`src/rtl/lbmem_pkg.sv`:
```
// lbmem_pkg: shared types and width helpers for the line-buffer memory.
//   lb_state_t : control FSM state (FILL holds output, STREAM drains)
//   ptr_w()    : pointer width for a given storage depth
//   cnt_w()    : occupancy counter width (must be able to hold DEPTH itself)
package lbmem_pkg;

  typedef enum logic {
    FILL   = 1'b0,
    STREAM = 1'b1
  } lb_state_t;

  function automatic int ptr_w(input int depth);
    return (depth <= 2) ? 1 : $clog2(depth);
  endfunction

  function automatic int cnt_w(input int depth);
    return $clog2(depth + 1);
  endfunction

endpackage

```
`src/rtl/lbmem_ram.sv`:
```
// lbmem_ram: DEPTH x WIDTH simple dual-port storage array.
//   i_clk   : write clock
//   i_we    : write enable, i_wdata stored at i_waddr on the rising edge
//   i_raddr : read address, o_rdata follows it combinationally
// No reset: contents are only observable after being rewritten.
module lbmem_ram #(
  parameter int WIDTH = 8,
  parameter int DEPTH = 64,
  parameter int AW    = 6
) (
  input  logic             i_clk,
  input  logic             i_we,
  input  logic [AW-1:0]    i_waddr,
  input  logic [WIDTH-1:0] i_wdata,
  input  logic [AW-1:0]    i_raddr,
  output logic [WIDTH-1:0] o_rdata
);

  logic [WIDTH-1:0] r_mem [DEPTH];

  always_ff @(posedge i_clk) begin
    if (i_we) r_mem[i_waddr] <= i_wdata;
  end

  assign o_rdata = r_mem[i_raddr];

endmodule

```
`src/rtl/lbmem_stream.sv`:
```
// lbmem_stream: circular line buffer that withholds output until LINE_LEN
// words are stored (or flush forces a partial line), then streams the words
// out oldest-first until empty.
//   CLK, RESETN : clock, asynchronous active-low reset
//   wdata/wen/wready    : write stream input
//   rdata/rvalid/rready : read stream output (rdata = oldest stored word)
//   flush   : level, start streaming a partial line
//   clear   : synchronous discard of all contents (beats reads and writes)
//   count   : words currently stored
//   ovf     : sticky, a write was attempted while full
//   dbg_state : current control state
//
// Handshakes: a transfer happens on a rising edge where valid and ready are
// both high (wen & wready for writes, rvalid & rready for reads). wready and
// rvalid are decoded from registered state only, so they never depend
// combinationally on wen or rready.
module lbmem_stream
  import lbmem_pkg::*;
#(
  parameter int WIDTH    = 8,
  parameter int DEPTH    = 64,
  parameter int LINE_LEN = 8
) (
  input  logic                       CLK,
  input  logic                       RESETN,
  input  logic [WIDTH-1:0]           wdata,
  input  logic                       wen,
  output logic                       wready,
  output logic [WIDTH-1:0]           rdata,
  output logic                       rvalid,
  input  logic                       rready,
  input  logic                       flush,
  input  logic                       clear,
  output logic [$clog2(DEPTH+1)-1:0] count,
  output logic                       ovf,
  output lb_state_t                  dbg_state
);

  localparam int AW = ptr_w(DEPTH);
  localparam int CW = cnt_w(DEPTH);
  localparam logic [CW-1:0] C_DEPTH = CW'(DEPTH);
  localparam logic [CW-1:0] C_LINE  = CW'(LINE_LEN);
  localparam logic [CW-1:0] C_ONE   = CW'(1);
  localparam logic [AW-1:0] A_ONE   = AW'(1);

  lb_state_t     r_state;
  logic [AW-1:0] r_waddr;
  logic [AW-1:0] r_raddr;
  logic [CW-1:0] r_count;
  logic          r_ovf;

  logic          w_wr;
  logic          w_rd;
  logic [CW-1:0] w_count_nxt;
  logic          w_go_stream;

  assign wready = (r_count != C_DEPTH);
  assign rvalid = (r_state == STREAM) && (r_count != '0);

  // clear suppresses both transfers so neither pointer nor memory moves.
  assign w_wr = wen && wready && !clear;
  assign w_rd = rvalid && rready && !clear;

  always_comb begin
    w_count_nxt = r_count;
    case ({w_wr, w_rd})
      2'b10:   w_count_nxt = r_count + C_ONE;
      2'b01:   w_count_nxt = r_count - C_ONE;
      default: w_count_nxt = r_count;
    endcase
  end

  // A flush on an empty buffer only counts if a word arrives the same cycle.
  assign w_go_stream = (w_count_nxt >= C_LINE) ||
                       (flush && ((r_count != '0) || w_wr));

  always_ff @(posedge CLK or negedge RESETN) begin
    if (!RESETN) begin
      r_state <= FILL;
      r_waddr <= '0;
      r_raddr <= '0;
      r_count <= '0;
      r_ovf   <= 1'b0;
    end else if (clear) begin
      r_state <= FILL;
      r_waddr <= '0;
      r_raddr <= '0;
      r_count <= '0;
      r_ovf   <= 1'b0;
    end else begin
      if (w_wr) r_waddr <= r_waddr + A_ONE;
      if (w_rd) r_raddr <= r_raddr + A_ONE;
      r_count <= w_count_nxt;
      if (wen && !wready) r_ovf <= 1'b1;
      case (r_state)
        FILL:    if (w_go_stream) r_state <= STREAM;
        // Drains fully once started; a read of the last word paired with a
        // write leaves the count at 1 and stays here.
        STREAM:  if (w_count_nxt == '0) r_state <= FILL;
        default: r_state <= FILL;
      endcase
    end
  end

  lbmem_ram #(
    .WIDTH (WIDTH),
    .DEPTH (DEPTH),
    .AW    (AW)
  ) u_ram (
    .i_clk   (CLK),
    .i_we    (w_wr),
    .i_waddr (r_waddr),
    .i_wdata (wdata),
    .i_raddr (r_raddr),
    .o_rdata (rdata)
  );

  assign count     = r_count;
  assign ovf       = r_ovf;
  assign dbg_state = r_state;

endmodule

```
`config.mk`:
```
export PLATFORM = sky130hd
export DESIGN_NAME = lbmem_stream
export DESIGN_NICKNAME = d
export VERILOG_FILES = /design/src/rtl/lbmem_pkg.sv /design/src/rtl/lbmem_ram.sv /design/src/rtl/lbmem_stream.sv
export SDC_FILE = /design/constraint.sdc
export NUM_CORES = 1
export LEC_CHECK = 0
export CORE_UTILIZATION = 55
export DETAILED_ROUTE_END_ITERATION = 16
export PLACE_DENSITY = 0.71
export SETUP_SLACK_MARGIN = 0.5
export SYNTH_ARGS = -nofsm -noshare
export SYNTH_HDL_FRONTEND = slang
export SYNTH_SLANG_ARGS = --single-unit
```
`constraint.sdc`:
```
create_clock -name CLK -period 3.84 [get_ports CLK]
set_input_delay 0.768 -clock CLK [delete_from_list [all_inputs] [get_ports CLK]]
set_output_delay 0.768 -clock CLK [all_outputs]
set_load 0.03 [all_outputs]
```
Figure 1. PDN straps and rails (run 1).
Bar = 50 microns. Pins as bars on the die edge.
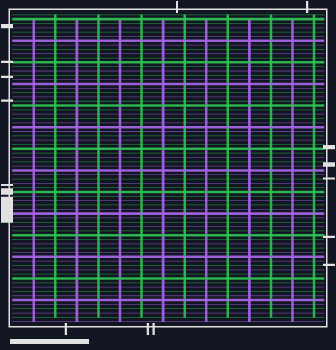
legend:
  purple:
    net: VSS
  green:
    net: VDD
met1 rails: 72
rows: 71
met5 straps: 14
Die Width: 199 microns
Die Ht: 199 microns
CORE AREA: 37900 sq um

Figure 2. Placed cells, one colour a class (run 1).
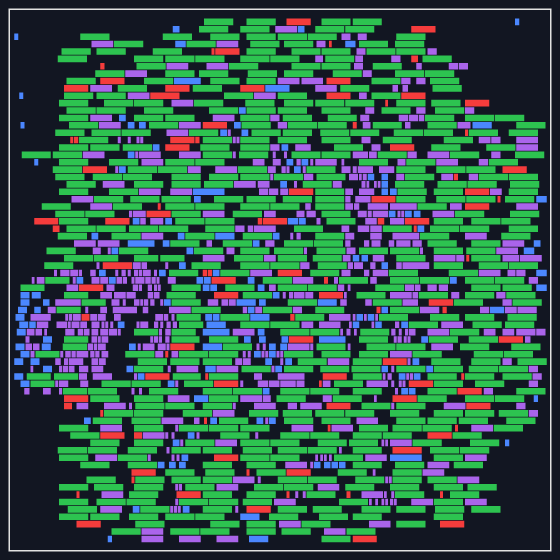
legend:
  green:
    class: sequential cells
    cells: 533
    share_of_their_area: 64%
  red:
    class: clock drivers and dummy loads
    cells: 99
    share_of_their_area: 6.7%
  blue:
    class: remaining buffers and delay cells
    cells: 160
    share_of_their_area: 6.2%
  purple:
    class: combinational and other logic
    cells: 540
    share_of_their_area: 23%

==> summary.txt, run 1 <==
R2R Setup Slk = 0.63 ns
RSZ-0062 raised after global routing = yes
Fin nets = 1311
YS chip area = 21300 sq um
Syn. warnings = 0
Placed insts = 1731
I/O Buffers = 32
CP bufs+invs = 3
First-pass GRT wire length = 74.4 mm
Final Hold Vio Count = 0
Power Dens Cells = 464 nW/um^2
Clock buffer count from CTS = 53
Worst Tran Pin Value = 1.33 ns
CP max stage cell = mux4_2
Post-place setup slack = 0.0829 ns
DP Wirelength = 30.9 mm
Tmin final = 3.76 ns
Syn-to-layout area delta = 18.8%
Site row count = 71
Mapped cell area = 21300 sq um
I/O pin cnt = 33
Lkg Pwr = 8.05 nW
CP peak stage delay = 0.54 ns
CP delay by family, top = multiplexers
Fin area = 25300 sq um
Clock transition at path regs = 0.06 ns
Total negative setup slack = 0 ns
Sw Ratio = 20.6%
Worst-path fanout max = 11
CP required = 3.07 ns
Maximum VDD drop = 0.342 mV
Status = completed
Share of layout cells above drive strength 1 = 29.5%
Routed via count = 11604
#FFs+latches synth = 533
Seq pwr share = 54.5%
CTS root buffer = clkbuf_16
Worst endpoint data arrival time = 2.99 ns
Hold Buf Count CTS = 0
FF-to-FF Start = count[5]
Antenna violations before repair = 0
Gate power share = 3.3%
CTS sink count = 533
Wire per inst = 27.4 microns
Final setup vio count = 0
Crit path from = r_raddr[0]
Vias in the first global route = 11470
Final std cells w/o fill = 1843
Max Clock Freq = 266 MHz
Post-route worst setup slack = 0.0800 ns
Total grt overflow = 0
Pin count of the biggest net entering global routing = 65
Drt drc = 0
Commonest flop = edfxtp_1
Reg2Reg Depth = 10
WP depth = 8
Final Util = 66.8%
Slew Viols, Final = 0
Pint = 9.34 mW
Crit end category = primary output
Cell count after synthesis = 1141
Total power = 11.8 mW
Setup CP Type = flop to primary output
GRT Total Usage = 26.5%
ANT cells = 0
FFs w/ async S/R, synth = 3.94%
Worst Setup EP = rdata[2]
Cycle use final = 97.9%
Relative max-transition margin = 11.6%
H-Tree Depth = 2
Iter 0 DRT Violations = 1214
WL final = 50.6 mm
CP Cell Sequence = buf_12 > bufbuf_16 > mux4_2 > mux2i_4 > a41oi_2 > a31oi_2 > nor3_4 > buf_6
Figure 3. Routed clock nets over the placement (run 1).
Bar = 50 microns.
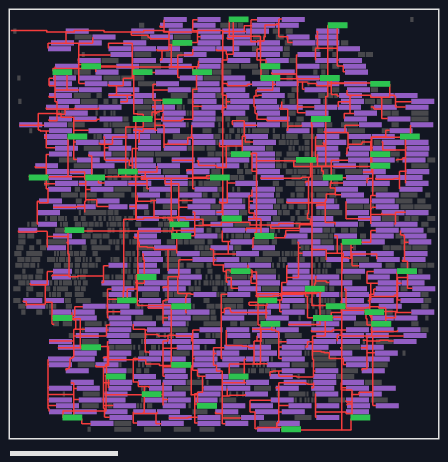
legend:
  purple:
    item: flip-flops
    count: 533
  green:
    item: clock drivers
    count: 53
  red:
    item: clock wires
    length: 5860 microns
routed clock nets: 54
flops lie: widely spread
Power Clock: 4.96 mW
clock latency on the worst-skew pair: 0.60 ns
clock network fraction of total power: 42.2%
final setup skew: 0.0192 ns

-- run 1: sequential cells by signal, indices dropped and copies added, names as in the netlist --
| name | flops |
|---|---|
| r_raddr | 6 |
| u_ram.r_mem | 512 |
| r_waddr | 6 |
| count | 7 |
| dbg_state | 1 |
| ovf | 1 |
-- run 1: metal layers --
layer | vias up | track usage, % | routed length (microns)
met4 | 0 | 8.09 | 1520
met3 | 106 | 5.85 | 4790
met2 | 616 | 42.1 | 24200
met5 | - | 0 | 0
met1 | 5953 | 37.0 | 20100
li1 | 4929 | - | -
-- run 1: cell usage after synthesis, drive strengths merged, types with 6 or more instances --
cell | n | area [sq um]
a21oi | 17 | 85.1
a31oi | 7 | 58.8
edfxtp | 512 | 15400
a211o | 11 | 96.3
clkbuf | 31 | 116
o22ai | 28 | 175
nand2 | 40 | 150
nor3 | 10 | 50.1
xor2 | 7 | 61.3
mux4 | 97 | 2180
ha | 8 | 100
a211oi | 9 | 67.6
buf | 37 | 218
mux2i | 74 | 741
nand3 | 15 | 75.1
nand3b | 6 | 45.0
a41oi | 7 | 61.3
dfrtp | 21 | 526
nor2 | 115 | 434
-- run 1: final cells by class --
cell class              count  area [sq um]  area share [%]
flip-flops and latches    533         15900            62.8
well taps                 511           639            2.52
multi-input cells         535          5570            22.0
inverters                   5          18.8          0.0741
clock inverters            37           260            1.03
clock buffers              62          1400            5.54
repair buffers            160          1530            6.03
-- run 1: power groups by stage --
stage                     Clock, mW  Sequential, mW  Combinational [mW]
after floorplan                   0            6.52               0.158
after global placement            0            6.53               0.338
after detailed placement          0            6.53               0.345
after CTS                      5.01            6.40               0.381
after global routing           5.23            6.40               0.415
final                          4.96            6.40               0.392
-- run 1: worst min-delay path by stage --
| stage | start | to | slack [ns] | cells after the start |
|---|---|---|---|---|
| after global placement | ovf | ovf | 0.53 | 2 |
| after floorplan | RESETN | count[0] | 0.47 | 0 |
| after detailed placement | ovf | ovf | 0.53 | 2 |
| after CTS | ovf | ovf | 0.54 | 2 |
| after global routing | ovf | ovf | 0.58 | 2 |
| final | ovf | ovf | 0.54 | 2 |
-- run 1: worst reg2reg max path: stages (launching register included) --
cell and delay (ns):
dfrtp_1 0.46, or4_4 0.59, o311ai_4 0.29, nor2_1 0.13, ha_4 0.22, fa_1 0.42
a21oi_2 0.22, nor2b_1 0.06, or3_1 0.32, a31oi_1 0.22, a41oi_1 0.14
-- run 1: cell usage in the layout (no fill, tap or decap), types with 14 or more instances in the layout --
cell,count
edfxtp_1,512
nor2_1,112
buf_4,110
mux4_2,97
mux2i_1,65
clkbuf_16,56
nand2_1,40
dfrtp_1,19
o22ai_1,16
clkdlybuf4s50_1,16
nand3_1,15
clkinv_1,15
a21oi_1,14
-- run 1: what timing repair did --
action                     4_1_cts  5_1_grt
pin swaps                       15       21
setup buffers                    8        1
cloned                           3        1
gates resized                   68       46
setup endpoints to repair       12       11
-- run 1: logic make-up after synthesis --
kind of cell,after synthesis,synth area share (%)
mux,171,13.7
compound gates,118,4.09
simple gates,225,4.88
fa+ha+maj,9,0.564
flops,533,74.6
buf+inv,73,1.66
xor+xnor,12,0.493
--- run 2 (diff from run 1) ---
- MAX_ROUTING_LAYER: unset -> met4
==> run 2 against run 1 <==
Utilization shrank 0.16 points. Worst hold slack got worse by 0.0016 ns. Clock power about the same. Critical path depth stayed put. Clock skew decreased by 0.0039 ns. Power decreased by 0.10%.
==> summary.txt, run 2 <==
Status = completed
CP Cell Sequence = buf_12 > bufbuf_16 > mux4_2 > mux2i_4 > a41oi_2 > a31oi_2 > nor3_4 > buf_6
Die area = 39500 sq um
Syn. warnings = 0 (unchanged)
DP Wirelength = 30.9 mm (unchanged)
WL final = 50.2 mm (-0.64%)
Total negative setup slack = 0 ns (unchanged)
Drt drc = 0 (unchanged)
Most frequent cell after synthesis = edfxtp_1
Iter 0 DRT Violations = 1286 (+5.9%)
CORE AREA = 37900 sq um (unchanged)
FFs w/ async S/R, synth = 3.94% (unchanged)
Die Width = 199 microns (unchanged)
Seq share, synth = 74.6%
Final Hold Vio Count = 0 (unchanged)
Tool Warnings = 28
Die Ht = 199 microns (unchanged)
Routed via count = 11531 (-0.63%)
Area leader share = 72.1% (unchanged)
Clock latency on the worst-skew pair = 0.59 ns (about the same)
Setup CP Type = flop to primary output
Cycle use final = 97.6% (-0.36 points)
Most frequent cells in the layout = edfxtp_1, nor2_1, buf_4
Synthesized area per cell = 18.7 sq um
YS chip area = 21300 sq um (unchanged)
Total power = 11.7 mW (-0.10%)
Max reg flops = 512 (unchanged)
ANT cells = 0 (unchanged)
Lkg Pwr = 8.04 nW (-0.11%)
Slew Viols, Final = 0 (unchanged)
Maximum VDD drop = 0.341 mV (-0.20%)
Clock transition at path regs = 0.06 ns (about the same)
Wire per inst = 27.3 microns (-0.64%)
Max Clock Freq = 267 MHz (+0.37%)
Share of layout cells above drive strength 1 = 29.1% (-0.45 points)
I/O pin cnt = 33 (unchanged)
Final setup vio count = 0 (unchanged)
RSZ-0062 raised after global routing = yes
Worst Tran Pin Value = 1.29 ns (-0.0393 ns)
Vias in the first global route = 11458 (-0.10%)
Fill cells = 2464
CP peak stage delay = 0.54 ns (about the same)
I/O Buffers = 32 (unchanged)
Crit end category = primary output
Syn-to-layout area delta = 18.5%
CP required = 3.07 ns (about the same)
Site row count = 71 (unchanged)
Clock network fraction of total power = 42.2% (about the same)
Worst Hold Depth = 2 (unchanged)
Sw Ratio = 20.5% (-0.068 points)
Worst endpoint data arrival time = 2.98 ns (about the same)
Tmin final = 3.75 ns (-0.0138 ns)
Total grt overflow = 0 (unchanged)
Detail Route Antenna Nets = 0
Relative max-transition margin = 14.2% (+2.6 points)
Gate power share = 3.3% (about the same)
R2R Setup Slk = 0.63 ns (about the same)
Worst-path fanout max = 11 (unchanged)
Power Dens Cells = 465 nW/um^2 (+0.14%)
Top post-synthesis cells by count = edfxtp_1, nor2_1, mux4_2, mux2i_1, nand2_1
Max-cap violations = 0
Hold Path Sink = ovf
Mapped cell area = 21300 sq um (unchanged)
H-Tree Depth = 2 (unchanged)
Largest reg by FF count = u_ram.r_mem
Reg2Reg Depth = 10 (unchanged)
Pin count of the biggest net entering global routing = 65 (unchanged)
CP max stage cell = mux4_2
Area leader, netlist = edfxtp_1
Fin nets = 1311 (unchanged)
CTS root buffer = clkbuf_16
GRT Total Usage = 27.3% (+0.83 points)
Synth area leaders = edfxtp_1, mux4_2, mux2i_1
FF-to-FF Start = count[5]
Antenna violations before repair = 0 (unchanged)
Worst Hold Launch = ovf
Pint = 9.34 mW (about the same)
Most numerous logic cell after layout = edfxtp_1
Commonest flop = edfxtp_1
Seq pwr share = 54.5% (about the same)
Cell count after synthesis = 1141 (unchanged)
#FFs+latches synth = 533 (unchanged)
First-pass GRT wire length = 74.5 mm (+0.14%)
CTS sink count = 533 (unchanged)
Final setup skew = 0.0153 ns (-0.00389 ns)
-- run 2: layer usage --
metal | GRT usage (%) | up-vias | routed length, microns
met5 | - | - | 0
met1 | 37.5 | 5932 | 20100
met4 | 8.49 | 0 | 1580
li1 | - | 4924 | -
met3 | 5.14 | 96 | 4380
met2 | 42.0 | 579 | 24200
-- run 2: cells by family (layout without fill, tap and decap cells) --
group,after synthesis,after routing,synth area share (%)
xor+xnor,12,12,0.493
buf+inv,73,264,1.66
flops,533,533,74.6
mux,171,171,13.7
fa+ha+maj,9,9,0.564
simple gates,225,225,4.88
compound gates,118,118,4.09
-- run 2: per-stage QoR --
step	hold slack [ns]	worst slack [ns]	util (%)	area [sq um]	std cells
final	0.538	0.0938	66.6	25300	1843
after CTS	0.544	0.107	66.0	25000	1841
after detailed placement	0.528	0.0829	60.2	22900	1731
after global placement	0.528	0.143	60.2	22900	1731
after floorplan	0.472	0.517	-	21300	1141
after global routing	0.576	0.0297	66.6	25300	1843
-- run 2: worst max path at each step --
stage	startpoint	to	slack, ns	depth (start not counted)
4_1_cts	r_raddr[0]	rdata[0]	0.11	8
5_1_grt	r_raddr[0]	rdata[2]	0.03	8
3_3_place_gp	count[5]	dbg_state	0.14	10
6_report	r_raddr[0]	rdata[2]	0.09	8
2_1_floorplan	count[5]	dbg_state	0.52	10
3_5_place_dp	wen	dbg_state	0.08	12
-- run 2: layout make-up --
class / count / area (sq um) / area share (%)
repair buffers: 160 / 1520 / 6.01
clock inverters: 37 / 260 / 1.03
well taps: 511 / 639 / 2.53
flip-flops and latches: 533 / 15900 / 63.0
clock buffers: 62 / 1400 / 5.55
multi-input cells: 535 / 5520 / 21.9
inverters: 5 / 18.8 / 0.0743
-- run 2: worst max-delay path, delay by kind of cell (launching register included) --
kind,cells,cell delay (ns)
and+or+nand+nor,1,0.10
AOI/OAI and AO/OA,2,0.47
muxes,2,0.77
buffers and inverters,3,0.62
DFF,1,0.44
-- run 2: timing repair --
action,4_1_cts,5_1_grt
gates resized,68,36
pin swaps,15,16
endpoints found under the hold margin,0,0
setup buffers,8,1
hold buffers,0,0
endpoints found under the setup margin,12,11
cloned,3,1
-- run 2: power by group through the flow --
stage               sequential, mW  combinational, mW  clock [mW]
global route                  6.40              0.413        5.23
detailed placement            6.53              0.345           0
CTS                           6.40              0.381        5.01
floorplan                     6.52              0.158           0
finish                        6.40              0.390        4.95
global placement              6.53              0.338           0
Figure 4. Clock nets (run 2).
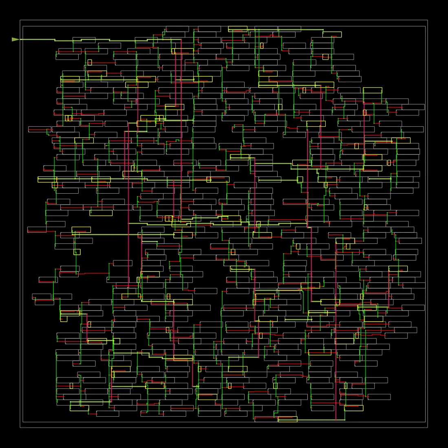
Power Clock: 4.95 mW
clock buffer count from CTS: 53

Figure 5. Placed cells, one colour a class (run 2).
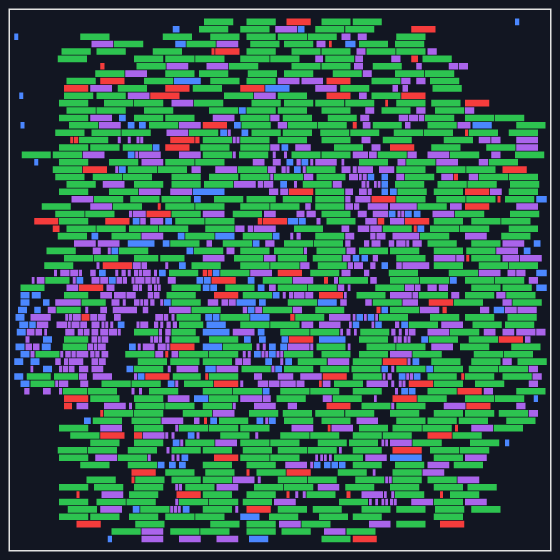
legend:
  blue:
    class: remaining buffers and delay cells
    cells: 160
    share_of_their_area: 6.2%
  green:
    class: sequential cells
    cells: 533
    share_of_their_area: 65%
  purple:
    class: combinational and other logic
    cells: 540
    share_of_their_area: 22%
  red:
    class: clock drivers and dummy loads
    cells: 99
    share_of_their_area: 6.8%

Power figures rest on the tool's default switching activity, not on a simulated workload.
